--- src/rtl/jc_block_nested.sv ---
// Jump/interrupt control: jump decode, N prioritised edge-triggered nested irqs, return stack.
// Latency: every decision is taken on the edge that samples op/irq and is visible one cycle later.
// Backpressure: no accept while the stack is full or irq_en=0; pending irqs are held, never dropped.
//
// Ports:
//   clk, reset                   clock (rising edge), asynchronous active-high reset
//   jmp_address_pm               jump target from program memory
//   current_address, op, flag_ex instruction address, opcode and execute-stage flags (bit0 Z, bit1 C)
//   irq, irq_en                  interrupt request lines (index 0 highest priority), global enable
//   jmp_loc, pc_mux_sel          PC redirect target and single-cycle redirect strobe
//   flag_restore, flag_out       single-cycle flag reload request and the popped flags
//   in_service                   level currently in service, N_IRQ when idle
//   stack_full, err_underflow    all return entries used; sticky RET-on-empty error
module jc_block_nested #(
  parameter int                ADDR_W    = 16,
  parameter int                OP_W      = 6,
  parameter int                FLAG_W    = 2,
  parameter int                N_IRQ     = 4,
  parameter int                DEPTH     = 4,
  parameter logic [ADDR_W-1:0] ISR_BASE  = 16'hF000,
  parameter int                ISR_SHIFT = 4,
  parameter logic [OP_W-1:0]   OP_JMP    = 6'h18,
  parameter logic [OP_W-1:0]   OP_JZ     = 6'h10,
  parameter logic [OP_W-1:0]   OP_JNZ    = 6'h11,
  parameter logic [OP_W-1:0]   OP_JC     = 6'h12,
  parameter logic [OP_W-1:0]   OP_RET    = 6'h1E,
  localparam int               LVL_W     = $clog2(N_IRQ + 1)
) (
  input  logic              clk,
  input  logic              reset,
  input  logic [ADDR_W-1:0] jmp_address_pm,
  input  logic [ADDR_W-1:0] current_address,
  input  logic [OP_W-1:0]   op,
  input  logic [FLAG_W-1:0] flag_ex,
  input  logic [N_IRQ-1:0]  irq,
  input  logic              irq_en,
  output logic [ADDR_W-1:0] jmp_loc,
  output logic              pc_mux_sel,
  output logic              flag_restore,
  output logic [FLAG_W-1:0] flag_out,
  output logic [LVL_W-1:0]  in_service,
  output logic              stack_full,
  output logic              err_underflow
);

  localparam int SP_W  = $clog2(DEPTH + 1);
  localparam int PTR_W = (DEPTH > 1) ? $clog2(DEPTH) : 1;

  logic [N_IRQ-1:0]  irq_q;
  logic [N_IRQ-1:0]  pending;
  logic [N_IRQ-1:0]  pend_eff;
  logic [SP_W-1:0]   sp;

  logic [ADDR_W-1:0] ret_mem  [DEPTH];
  logic [FLAG_W-1:0] flag_mem [DEPTH];
  logic [LVL_W-1:0]  lvl_mem  [DEPTH];

  logic              is_ret;
  logic              taken;
  logic              irq_hit;
  logic [LVL_W-1:0]  irq_idx;
  logic              accept;
  logic              do_pop;
  logic [ADDR_W-1:0] ret_addr;
  logic [ADDR_W-1:0] vector;
  logic [PTR_W-1:0]  push_idx;
  logic [PTR_W-1:0]  top_idx;

  always_comb begin
    // An edge seen this cycle is eligible immediately, not one cycle later.
    pend_eff = pending | (irq & ~irq_q);
    is_ret   = (op == OP_RET);
    taken    = (op == OP_JMP)
             | ((op == OP_JZ)  &  flag_ex[0])
             | ((op == OP_JNZ) & ~flag_ex[0])
             | ((op == OP_JC)  &  flag_ex[1]);

    // Descending scan so the lowest eligible index is the one left standing.
    irq_hit = 1'b0;
    irq_idx = '0;
    for (int i = N_IRQ - 1; i >= 0; i--) begin
      if (pend_eff[i] && (i < int'(in_service))) begin
        irq_hit = 1'b1;
        irq_idx = LVL_W'(i);
      end
    end

    // RET owns the cycle; an irq that would have been eligible is re-tried
    // next cycle against the restored level.
    accept   = irq_hit & irq_en & ~stack_full & ~is_ret;
    do_pop   = is_ret & (sp != '0);

    // A jump taken alongside an accept becomes the return address.
    ret_addr = taken ? jmp_address_pm : (current_address + ADDR_W'(1));
    vector   = ISR_BASE + (ADDR_W'(irq_idx) << ISR_SHIFT);
    push_idx = PTR_W'(sp);
    top_idx  = PTR_W'(sp - SP_W'(1));
  end

  always_ff @(posedge clk or posedge reset) begin
    if (reset) begin
      irq_q         <= '0;
      pending       <= '0;
      sp            <= '0;
      jmp_loc       <= '0;
      pc_mux_sel    <= 1'b0;
      flag_restore  <= 1'b0;
      flag_out      <= '0;
      in_service    <= LVL_W'(N_IRQ);
      stack_full    <= 1'b0;
      err_underflow <= 1'b0;
    end else begin
      irq_q        <= irq;
      pc_mux_sel   <= 1'b0;
      flag_restore <= 1'b0;
      pending      <= accept ? (pend_eff & ~(N_IRQ'(1) << irq_idx)) : pend_eff;

      if (do_pop) begin
        sp           <= sp - SP_W'(1);
        jmp_loc      <= ret_mem[top_idx];
        flag_out     <= flag_mem[top_idx];
        in_service   <= lvl_mem[top_idx];
        pc_mux_sel   <= 1'b1;
        flag_restore <= 1'b1;
        stack_full   <= 1'b0;
      end else if (is_ret) begin
        err_underflow <= 1'b1;
      end else if (accept) begin
        sp         <= sp + SP_W'(1);
        jmp_loc    <= vector;
        in_service <= irq_idx;
        pc_mux_sel <= 1'b1;
        stack_full <= (sp == SP_W'(DEPTH - 1));
      end else if (taken) begin
        jmp_loc    <= jmp_address_pm;
        pc_mux_sel <= 1'b1;
      end
    end
  end

  // Stack storage needs no reset: the stack pointer alone defines validity.
  always_ff @(posedge clk) begin
    if (accept) begin
      ret_mem[push_idx]  <= ret_addr;
      flag_mem[push_idx] <= flag_ex;
      lvl_mem[push_idx]  <= in_service;
    end
  end

endmodule

--- config.mk ---
export PLATFORM = sky130hd
export DESIGN_NAME = jc_block_nested
export DESIGN_NICKNAME = d
export VERILOG_FILES = /design/src/rtl/jc_block_nested.sv
export SDC_FILE = /design/constraint.sdc
export NUM_CORES = 1
export LEC_CHECK = 0
export CORE_AREA = 2 2 112 114
export DETAILED_ROUTE_END_ITERATION = 10
export DIE_AREA = 0 0 114 116
export PLACE_DENSITY = 0.62
export SLEW_MARGIN = 20
export SYNTH_ARGS = -nofsm -noshare
export SYNTH_HDL_FRONTEND = slang
export SYNTH_SLANG_ARGS = --single-unit
export TNS_END_PERCENT = 1
--- constraint.sdc ---
create_clock -name clk -period 3.2 [get_ports clk]
set_clock_uncertainty 0.1 [all_clocks]
set_input_delay 0.48 -clock clk [delete_from_list [all_inputs] [get_ports clk]]
set_output_delay 0.48 -clock clk [all_outputs]
set_load 0.01 [all_outputs]
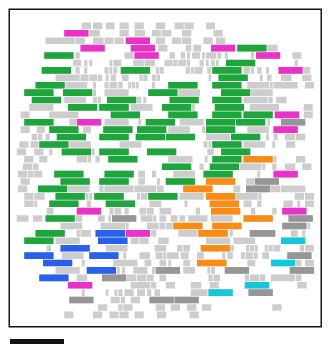
(run_1/ff_map.png)
Bar = 20 um. Other sequential cells in the stronger grey, the rest of the logic in the fainter grey.
| colour | name in the netlist | placed flops |
|---|---|---|
| orange | lvl_mem | 12 |
| green | ret_mem | 64 |
| magenta | jmp_loc | 16 |
| blue | flag_mem | 8 |
| cyan | pending | 4 |
not coloured: 16

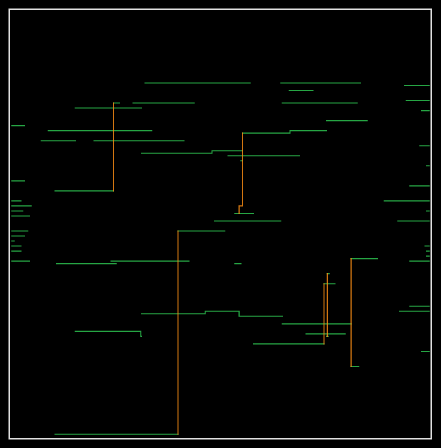
(run_1/layers.png)
Two of the layers only.
| colour | layer | wire length |
|---|---|---|
| orange | M4 | 164 um |
| green | M3 | 610 um |

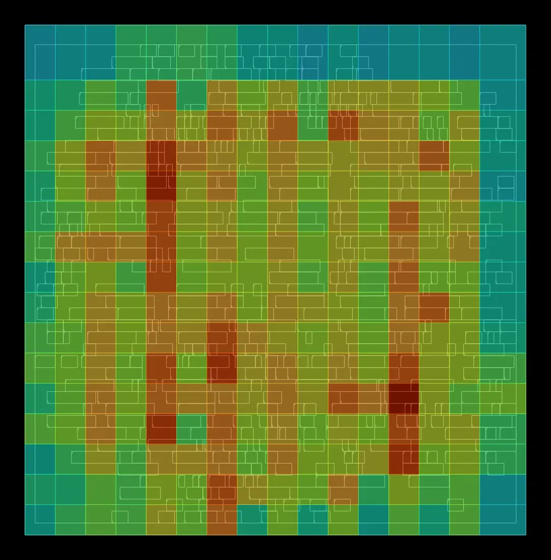
(run_1/congestion_map.png)
met2 usage in global routing: 30.3%
final core utilization: 57.6%
met3 Use GR: 5.70%

==> GITHUB_STEP_SUMMARY, run 1 <==
### Yosys + OpenROAD results

| Metric | Value |
|---|---|
| Initial antenna violation count | `0` |
| Final Non-Filler Cells | `613` |
| Post-synth top flop | `edfxtp_1` |
| Slew margin rel. | `62.6%` |
| Die H | `about 120 um` |
| Log Warnings | `30` |
| Leak | `roughly 2.5 nW` |
| Post-Syn Area | `5270 um^2` |
| Critical path cell sequence | `clkdlybuf4s50_1 -> nand4b_2 -> nor2_2 -> or3b_4 -> a31oi_2 -> and2_1 -> buf_12` |
| Final Max Slew Viols | `0` |
| Fin area | `6860 um^2` |
| Worst skew pair latency | `between 0.4 and 0.5 ns` |
| Setup TNS | `0 ns` |
| Cells in synth_stat.txt | `361` |
| CTS resizes | `0` |
| ANT nets after route | `0` |
| HPWL Detailed | `8110 um` |
| Initial DRC count | `approximately 160` |
| Sw frac | `around 29%` |
| Cycle use final | `79.3%` |
| Drt drc | `0` |
| Worst hold path type | `flop to flop` |
| Hold Buf Count CTS | `0` |
| Total CTS buffers | `17` |
| DP Worst Slack | `0.212 ns` |
| I/O Buffers | `71` |
| Root buffer cell | `clkbuf_16` |
| Critical Path Max Stage Delay | `0.52 ns` |
| Clock transition at path regs | `around 0.06 ns` |
| Status | `finished clean` |
| Data required, critical path | `approximately 3.2 ns` |
| Critical path class | `input pin to flop` |
| Vias per cell | `5.36` |
| Chip width | `114 um` |
| Avg Inst Size Synth | `approximately 15 um^2` |
| Die Area | `13200 um^2` |
| Final WS setup | `0.661 ns` |
| FP Core Util | `about 44%` |
| DR vias | `roughly 3300` |
| Cell count after synthesis | `361` |
| First-pass GRT wire length | `18200 um` |
| H-tree lvl count | `4` |
| GRT Overall Usage | `19.2%` |
| Synth area leaders | `edfxtp_1, dfrtp_1, mux4_2, nand2_1, mux2_2` |
| RSZ-0062 raised after global routing | `no` |
| CP top delay family | `simple AND/OR/NAND/NOR gates` |
| Clock power frac | `31.6%` |
| Yosys warning tally | `0` |
| Grt total ovfl | `0` |
| Layout cell share with drive strength beyond 1 | `20.6%` |
| Fmax | `roughly 0.39 GHz` |
| Count leader, synth | `edfxtp_1` |
| CTS tree | `built` |
| Tmin final | `2.54 ns` |
| DRT Pass-1 Iters | `4` |
| Row count | `40` |
| Placed cell area | `about 6200 um^2` |
| Post-CTS setup buffer count | `0` |
| NetSw | `between 1.5 and 2 mW` |
| Distinct lib cells | `51` |
| Ant. Diodes | `0` |
| Synthesized Nets | `415` |
| Comb power frac | `32.3%` |
| Leading area contributor after synthesis | `edfxtp_1` |
| Maximum vdd ir drop | `0.417 mV` |
| Total core area | `11900 um^2` |
| Placed insts | `between 500 and 600` |
| Internal power | `between 4 and 5 mW` |
| Area Growth Syn to Fin | `30.1%` |
| Fin nets | `just over 500` |
| Largest fanout on the critical path | `18` |
| Total wire length | `11700 um` |
| Yosys top cell area share | `47.9%` |
| CP max stage cell | `clkdlybuf4s50_1` |
| Power Dens Cells | `896 nW/um^2` |
| Yosys Chip Area | `5270 um^2` |
| I/O pins | `72` |
| Final Power | `6.15 mW` |
| Fin. Hold Viols | `0` |
| Sequential share of power | `36.1%` |
| Vias in the first global route | `approximately 3300` |
| Register bit total from synthesis | `about 120` |
| Final setup violation count | `0` |
| Ys async rst share | `30.0%` |
| Arrival time at the worst endpoint | `2.55 ns` |
| Clk buf depth | `2` |
| Worst setup SP type | `input pin` |
| Top cells by count, synth | `edfxtp_1, nand2_1, dfrtp_1` |
| Max cap viols | `0` |
| Crit path buf inv count | `2` |
| EDFF count, synth | `84` |
| Hold WS | `0.372 ns` |
| Crit end category | `flop` |
| Worst slew pin tran | `0.556 ns` |
| Largest net degree at the start of global routing | `37` |
| Register area share after synthesis | `65.0%` |
| CTS sink cnt | `120` |
| Routability cong. | `roughly 0.75` |
| Routed length per instance | `19.1 um` |
## run 1: layer usage
layer	wire, um	GRT usage, %	up-vias
met5	0	0	-
met4	164	7.89	0
met3	609	5.70	15
met2	5780	30.3	85
met1	5140	25.1	1650
li1	-	-	1537
## run 1: power by group through the flow
stage	Combinational (mW)	Clock [mW]	Sequential [mW]
5_1_grt	2.15	2.06	2.26
3_5_place_dp	2.02	0	2.25
4_1_cts	2.02	1.99	2.22
3_3_place_gp	1.99	0	2.24
6_report	1.98	1.94	2.22
2_1_floorplan	1.22	0	2.27
## run 1: placed cells by master (no fill, tap or decap), types with 3 or more instances in the layout
master,n
dfrtp_1,35
buf_4,16
clkdlybuf4s50_1,71
xor2_1,9
o21ai_0,27
clkinvlp_4,5
mux4_2,21
nand2_1,52
and3_1,5
ha_1,7
mux2_1,3
edfxtp_1,84
nor3_1,4
bufinv_16,4
xnor2_1,6
clkinv_2,4
clkbuf_16,17
nand3_1,7
mux2_2,13
inv_1,10
nor2_1,12
and2_1,4
a21oi_1,9
## run 1: layout make-up
class                           instances  area [um^2]
Clock buffer                           18          429
Clock inverter                         14          181
Fill cell                            1010         5050
Inverter                               10         37.5
Multi-Input combinational cell        215         1730
Sequential cell                       120         3420
Tap cell                              147          184
Timing Repair Buffer                   89          871
## run 1: worst paths after layout
check | cells past startpoint | to | start | slack (ns)
worst max register to register | 6 | jmp_loc[5] | sp[1] | 0.80
worst min register to register | 1 | err_underflow | err_underflow | 0.37
worst min-delay path | 1 | err_underflow | err_underflow | 0.37
max in group asynchronous | 3 | in_service[2] | reset | 2.24
worst max-delay path | 7 | ret_mem[1][8] | op[0] | 0.66
min in group asynchronous | 3 | jmp_loc[11] | reset | 0.40
## run 1: sequential cells by signal (all words and copies together) (netlist names)
name and count:
err_underflow 1, flag_mem 8, flag_out 2, flag_restore 1, in_service 3, irq_q 4, jmp_loc 16, lvl_mem 12
pc_mux_sel 1, pending 4, ret_mem 64, sp 3, stack_full 1
## run 1: logic make-up after synthesis
family / Yosys count / share of synthesized area, %
DFF: 120 / 65.0
and+or+nand+nor: 97 / 8.78
AOI/OAI and AO/OA: 57 / 6.98
muxes: 39 / 12.8
buffers and inverters: 26 / 2.33
xor gates and xnor gates: 15 / 2.49
adders and majority gates: 7 / 1.66
==> run 2, diff against run 1 <==
Clock period 3.2 ns to 2.4 ns, I/O delays scaled along.
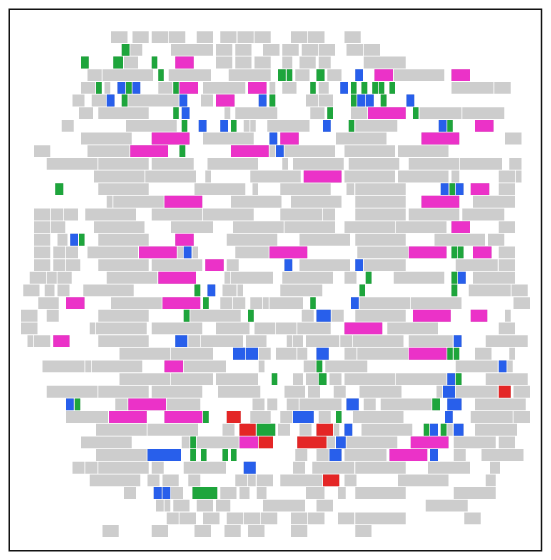
(run_2/gates.png)
| colour | family | cells | most used |
|---|---|---|---|
| blue | aoi and oai cells | 50 | o21ai_0 |
| green | nand cells | 62 | nand2_1 |
| red | non-inverting ao/oa cells | 7 | o22a_2 |
| magenta | mux cells | 39 | mux4_2 |

==> run 2 against run 1 <==
First-iteration DRC count up 50%. Synthesized cell count unchanged. Worst hold slack lost 0.10 ns. Via count grew 3.4%. Sequential share of layout area is 2.4 points lower. Critical path type is now flop to flop. Critical endpoint is now jmp_loc[5]. Combinational power increased by 44%.
==> GITHUB_STEP_SUMMARY, run 2 <==
### Yosys + OpenROAD results

| Metric | Value |
|---|---|
| Worst slew pin tran | `0.484 ns` |
| First-pass GRT wire length | `around 19000 um` |
| Synth area leaders | `edfxtp_1, dfrtp_1, mux4_2, nand2_1, mux2_2` |
| Routed length per instance | `between 15 and 20 um` |
| Largest fanout on the critical path | `12` |
| Final Max Slew Viols | `0` |
| Row count | `40` |
| Clk buf depth | `2` |
| Vias in the first global route | `3494` |
| Leading area contributor after synthesis | `edfxtp_1` |
| Tmin final | `~2.2 ns` |
| Layout cell share with drive strength beyond 1 | `25.8%` |
| Filler instances | `952` |
| H-tree lvl count | `4` |
| Clock transition at path regs | `around 0.05 ns` |
| Final Power | `about 8.5 mW` |
| Post-CTS setup buffer count | `0` |
| Drt drc | `0` |
| Cell count after synthesis | `between 300 and 400` |
| CTS sink cnt | `120` |
| Register bit total from synthesis | `about 120` |
| CTS tree | `built` |
| Final Non-Filler Cells | `651` |
| Avg Inst Size Synth | `14.6 um^2` |
| DR vias | `3400` |
| Hold Buf Count CTS | `0` |
| Data required, critical path | `2.57 ns` |
| Vias per cell | `between 5 and 6` |
| I/O Buffers | `71` |
| Leak | `2.71 nW` |
| Setup TNS | `0 ns` |
| FP Core Util | `44.2%` |
| Die Area | `13200 um^2` |
| Worst hold path type | `input pin to async pin` |
| Largest net degree at the start of global routing | `37` |
| Worst skew pair latency | `around 0.4 ns` |
| Ant. Diodes | `0` |
| Final setup violation count | `0` |
| CTS resizes | `0` |
| Placed insts | `619` |
| Root buffer cell | `clkbuf_16` |
| Grt total ovfl | `0` |
| Worst reg-to-reg path cell count | `7` |
| Top logic cells by instance count in the layout | `edfxtp_1, clkdlybuf4s50_1, nand2_1` |
| Dominant logic cell type in the layout | `edfxtp_1` |
| Hold WS | `0.272 ns` |
| Total core area | `roughly 12000 um^2` |
| I/O pins | `between 70 and 80` |
| Count leader, synth | `edfxtp_1` |
| Largest reg by FF count | `ret_mem` |
| Post-Syn Area | `around 5300 um^2` |
| Cycle use final | `between 90 and 100%` |
| Critical path class | `flop to flop` |
| Status | `finished clean` |
| GRT Overall Usage | `19.3%` |
| Fmax | `0.445 GHz` |
| EDFF count, synth | `84` |
| Comb gate area | `1730 um^2` |
| Yosys top cell area share | `47.9%` |
| Top flop regs | `ret_mem (64), jmp_loc (16), lvl_mem (12)` |
| Worst setup SP type | `flop` |
| Arrival time at the worst endpoint | `2.42 ns` |
| Initial antenna violation count | `0` |
| Log Warnings | `31` |
| Distinct lib cells | `roughly 51` |
| Total wire length | `11900 um` |
| Synthesized Nets | `415` |
| Initial DRC count | `235` |
| ANT nets after route | `0` |
| Yosys Chip Area | `about 5300 um^2` |
| HPWL Detailed | `just over 8000 um` |
| Register area share after synthesis | `65.0%` |
| Slew margin rel. | `67.4%` |
| Chip width | `114 um` |
| Area Growth Syn to Fin | `36.7%` |
| Cells in synth_stat.txt | `around 360` |
| Fin. Hold Viols | `0` |
| Max cap viols | `0` |
| Register Area | `3420 um^2` |
| Total CTS buffers | `17` |
| Ys async rst share | `30.0%` |
| Post-synth top flop | `edfxtp_1` |
| Power Dens Cells | `1180 nW/um^2` |
| Final core utilization | `approximately 60%` |
| Routability cong. | `~0.78` |
| Yosys warning tally | `0` |
| Fin nets | `around 550` |
| RSZ-0062 raised after global routing | `no` |
| Maximum vdd ir drop | `0.653 mV` |
| Crit end category | `flop` |
| Die H | `116 um` |
| Top cells by count, synth | `edfxtp_1, nand2_1, dfrtp_1` |
| DRT Pass-1 Iters | `4` |
| Max reg flops | `64` |
[run 2: critical path, stage by stage (launching register included)]
cell and delay (ns):
dfstp_2 0.66, nor3_1 0.09, o21bai_1 0.20, buf_4 0.16
a31o_4 0.24, buf_4 0.16, a311oi_1 0.36, mux2i_1 0.12
[run 2: cells by family after synthesis]
| kind of cell | Yosys count | synth area share (%) |
|---|---|---|
| flops | 120 | 65.0 |
| simple gates | 97 | 8.78 |
| compound gates | 57 | 6.98 |
| mux | 39 | 12.8 |
| buf+inv | 26 | 2.33 |
| xor+xnor | 15 | 2.49 |
| fa+ha+maj | 7 | 1.66 |
[run 2: area by class of cell]
| class | instances | share of cell area [%] |
|---|---|---|
| Timing Repair Buffer | 127 | 16.7 |
| Clock inverter | 11 | 2.50 |
| Multi-Input combinational cell | 215 | 24.0 |
| Clock buffer | 21 | 6.11 |
| Tap cell | 147 | 2.55 |
| Inverter | 10 | 0.521 |
| Sequential cell | 120 | 47.5 |
[run 2: routing by layer]
| layer | vias up | share of wire [%] | track usage (%) |
|---|---|---|---|
| met5 | - | 0 | 0 |
| met2 | 76 | 51 | 32.7 |
| met4 | 0 | 0.87 | 6.02 |
| met3 | 10 | 5.2 | 5.44 |
| li1 | 1612 | - | - |
| met1 | 1702 | 43 | 24.4 |
[run 2: power by group]
group / total [mW] / switching [mW] / internal, mW
clock: 2.66 / 0.837 / 1.83
combinational: 2.86 / 1.29 / 1.57
sequential: 2.97 / 0.224 / 2.75
total: 8.49 / 2.35 / 6.15
[run 2: final timing paths]
kind                                from            end  slack [ns]
min in group clk                  irq[0]       irq_q[0]        0.33
max reg2reg                in_service[2]     jmp_loc[5]        0.16
min                                reset    jmp_loc[10]        0.27
max                        in_service[2]     jmp_loc[5]        0.16
max in group asynchronous          reset  in_service[2]        1.57
min reg2reg                err_underflow  err_underflow        0.39
[run 2: through the flow]
stage | cell area [um^2] | worst slack (ns)
finish | 7200 | 0.155
global route | 7200 | 0.00396
CTS | 7200 | 0.123
detailed placement | 6580 | -0.294
global placement | 6580 | -0.291
floorplan | 5280 | -0.0503
==> run 3, diff against run 2 <==
Settings changed: SLEW_MARGIN 20 to 10.
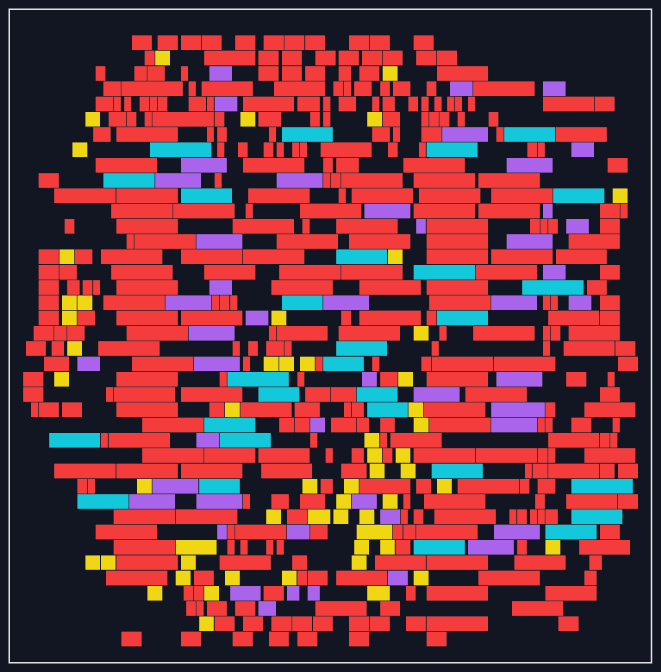
(run_3/sizing.png)
| colour | size | cells | most used |
|---|---|---|---|
| purple | x2 | 47 | mux4_2 |
| yellow | x3 and x4 | 55 | buf_4 |
| cyan | x6 and larger | 28 | clkbuf_16 |
| red | x1 and smaller | 374 | edfxtp_1 |

==> run 3 against run 2 <==
Clock power barely moved. Die size stayed put. Fmax unchanged. Non-clock buffer count is the same. Sequential share of layout area unchanged. Largest power group unchanged.
==> GITHUB_STEP_SUMMARY, run 3 <==
### Yosys + OpenROAD results

| Metric | Value |
|---|---|
| Status | `finished clean` |
| Worst slew pin tran | `0.484 ns` |
| Max cap viols | `0` |
| Vias per cell | `5.22` |
| Comb power frac | `about a third` |
| Yosys warning tally | `0` |
| Hold Buf Count CTS | `0` |
| Cell count after synthesis | `361` |
| Root buffer cell | `clkbuf_16` |
| Worst hold path type | `input pin to async pin` |
| Clock power frac | `roughly a third` |
| Tmin final | `2.24 ns` |
| EDFF count, synth | `between 80 and 90` |
| Routability cong. | `0.778` |
| DR vias | `3400` |
| First-pass GRT wire length | `about 19000 um` |
| Internal power | `6.15 mW` |
| NetSw | `between 2 and 2.5 mW` |
| Filler instances | `952` |
| Top flop regs | `ret_mem (64), jmp_loc (16), lvl_mem (12)` |
| Count leader, synth | `edfxtp_1` |
| Log Warnings | `31` |
| HPWL Detailed | `8280 um` |
| CTS tree | `built` |
| Chip width | `114 um` |
| Cells in synth_stat.txt | `361` |
| Register area share after synthesis | `about two thirds` |
| Slew margin rel. | `67.4%` |
| Vias in the first global route | `around 3500` |
| Largest net degree at the start of global routing | `37` |
| ANT nets after route | `0` |
| Sw frac | `27.6%` |
| Yosys top cell area share | `a little under half` |
| Final Power | `8.49 mW` |
| Die H | `116 um` |
| Arrival time at the worst endpoint | `2.42 ns` |
| Largest reg by FF count | `ret_mem` |
| Top logic cells by instance count in the layout | `edfxtp_1, clkdlybuf4s50_1, nand2_1` |
| Worst setup SP type | `flop` |
| Total wire length | `11900 um` |
| Final setup violation count | `0` |
| Leading area contributor after synthesis | `edfxtp_1` |
| Final core utilization | `60.5%` |
| Drt drc | `0` |
| Clock transition at path regs | `0.05 ns` |
| I/O pins | `72` |
| Layout cell share with drive strength beyond 1 | `between 20 and 30%` |
| I/O Buffers | `71` |
| Row count | `~40` |
| Ant. Diodes | `0` |
| Grt total ovfl | `0` |
| H-tree lvl count | `4` |
| DRT Pass-1 Iters | `4` |
| Power Dens Cells | `1180 nW/um^2` |
| Fin nets | `545` |
| Post-synth top flop | `edfxtp_1` |
| Die Area | `13200 um^2` |
| Distinct lib cells | `51` |
| Critical path class | `flop to flop` |
| Synthesized Nets | `415` |
| Initial antenna violation count | `0` |
| Ys async rst share | `30.0%` |
| Area Growth Syn to Fin | `36.7%` |
| Routed length per instance | `18.3 um` |
| Total CTS buffers | `17` |
| Yosys Chip Area | `5270 um^2` |
| RSZ-0062 raised after global routing | `no` |
| Maximum vdd ir drop | `0.653 mV` |
| Fin. Hold Viols | `0` |
| Sequential share of power | `35.0%` |
| Initial DRC count | `235` |
| GRT Overall Usage | `19.3%` |
| Final Max Slew Viols | `0` |
| Crit end category | `flop` |
| Cycle use final | `between 90 and 100%` |
| Post-Syn Area | `between 5000 and 6000 um^2` |
| Fmax | `between 0.4 and 0.5 GHz` |
| Avg Inst Size Synth | `14.6 um^2` |
| Largest fanout on the critical path | `12` |
| Register bit total from synthesis | `roughly 120` |
| Data required, critical path | `approximately 2.6 ns` |
| Max reg flops | `64` |
| Total core area | `about 12000 um^2` |
| Clk buf depth | `2` |
| CTS sink cnt | `between 100 and 150` |
| Top cells by count, synth | `edfxtp_1, nand2_1, dfrtp_1` |
| FP Core Util | `roughly 44%` |
| Synth area leaders | `edfxtp_1, dfrtp_1, mux4_2, nand2_1, mux2_2` |
| Worst skew pair latency | `0.41 ns` |
| Dominant logic cell type in the layout | `edfxtp_1` |
| Leak | `2.71 nW` |
run 3: cell counts in the layout (fill, tap and decap cells not counted):
Identical to the previous run, type by type.
run 3: critical path, cell delays in order, from the launching register on:
cell and delay, ns:
dfstp_2 0.66, nor3_1 0.09, o21bai_1 0.20, buf_4 0.16
a31o_4 0.24, buf_4 0.16, a311oi_1 0.36, mux2i_1 0.12
run 3: cell type report:
type / count / area [um^2] / area share [%]
Clock inverter: 11 / 180 / 2.50
Multi-Input combinational cell: 215 / 1730 / 24.0
Tap cell: 147 / 184 / 2.55
Timing Repair Buffer: 127 / 1210 / 16.7
Inverter: 10 / 37.5 / 0.521
Clock buffer: 21 / 440 / 6.11
Sequential cell: 120 / 3420 / 47.5
run 3: layer usage:
metal / GRT usage [%] / part of all wire, % / wire length, um / vias to the layer above
met3: 5.44 / 5.2 / 617 / 10
met4: 6.02 / 0.87 / 103 / 0
met5: 0 / 0 / 0 / -
li1: - / - / - / 1612
met1: 24.4 / 43 / 5160 / 1702
met2: 32.7 / 51 / 6010 / 76
run 3: final timing paths:
kind | from | to | slack, ns | cells after the start
max | in_service[2] | jmp_loc[5] | 0.16 | 7
max reg2reg | in_service[2] | jmp_loc[5] | 0.16 | 7
min reg2reg | err_underflow | err_underflow | 0.39 | 1
min in group clk | irq[0] | irq_q[0] | 0.33 | 1
min | reset | jmp_loc[10] | 0.27 | 3
max in group asynchronous | reset | in_service[2] | 1.57 | 3
run 3: what timing repair did:
item | 4_1_cts | 5_1_grt
resized | 0 | 1
setup endpoints to repair | 0 | 4
buffers inserted | 0 | 0
run 3: power groups by stage:
stage / combinational, mW / clock (mW) / sequential, mW
5_1_grt: 3.11 / 2.80 / 3.01
2_1_floorplan: 1.64 / 0 / 3.03
4_1_cts: 2.91 / 2.71 / 2.97
3_3_place_gp: 2.87 / 0 / 2.99
6_report: 2.86 / 2.66 / 2.97
3_5_place_dp: 2.89 / 0 / 3.00
run 3: cells by family after synthesis:
logic type               Yosys count  synth area share, %
AND/OR/NAND/NOR                   97                 8.78
multiplexers                      39                 12.8
flip-flops                       120                 65.0
AND-OR/OR-AND                     57                 6.98
adder cells (fa/ha/maj)            7                 1.66
buffers and inverters             26                 2.33
XOR/XNOR                          15                 2.49
run 3: through the flow:
stage | TNS [ns] | std cells | cell area, um^2 | hold slack, ns | worst slack [ns]
3_3_place_gp | -24.70 | 619 | 6580 | 0.360 | -0.291
2_1_floorplan | -4.23 | 361 | 5280 | 0.291 | -0.0503
3_5_place_dp | -27.10 | 619 | 6580 | 0.370 | -0.294
6_report | 0 | 651 | 7200 | 0.272 | 0.155
5_1_grt | 0 | 651 | 7200 | 0.318 | 0.00396
4_1_cts | 0 | 651 | 7200 | 0.286 | 0.123
Power and IR drop assume default switching activity.
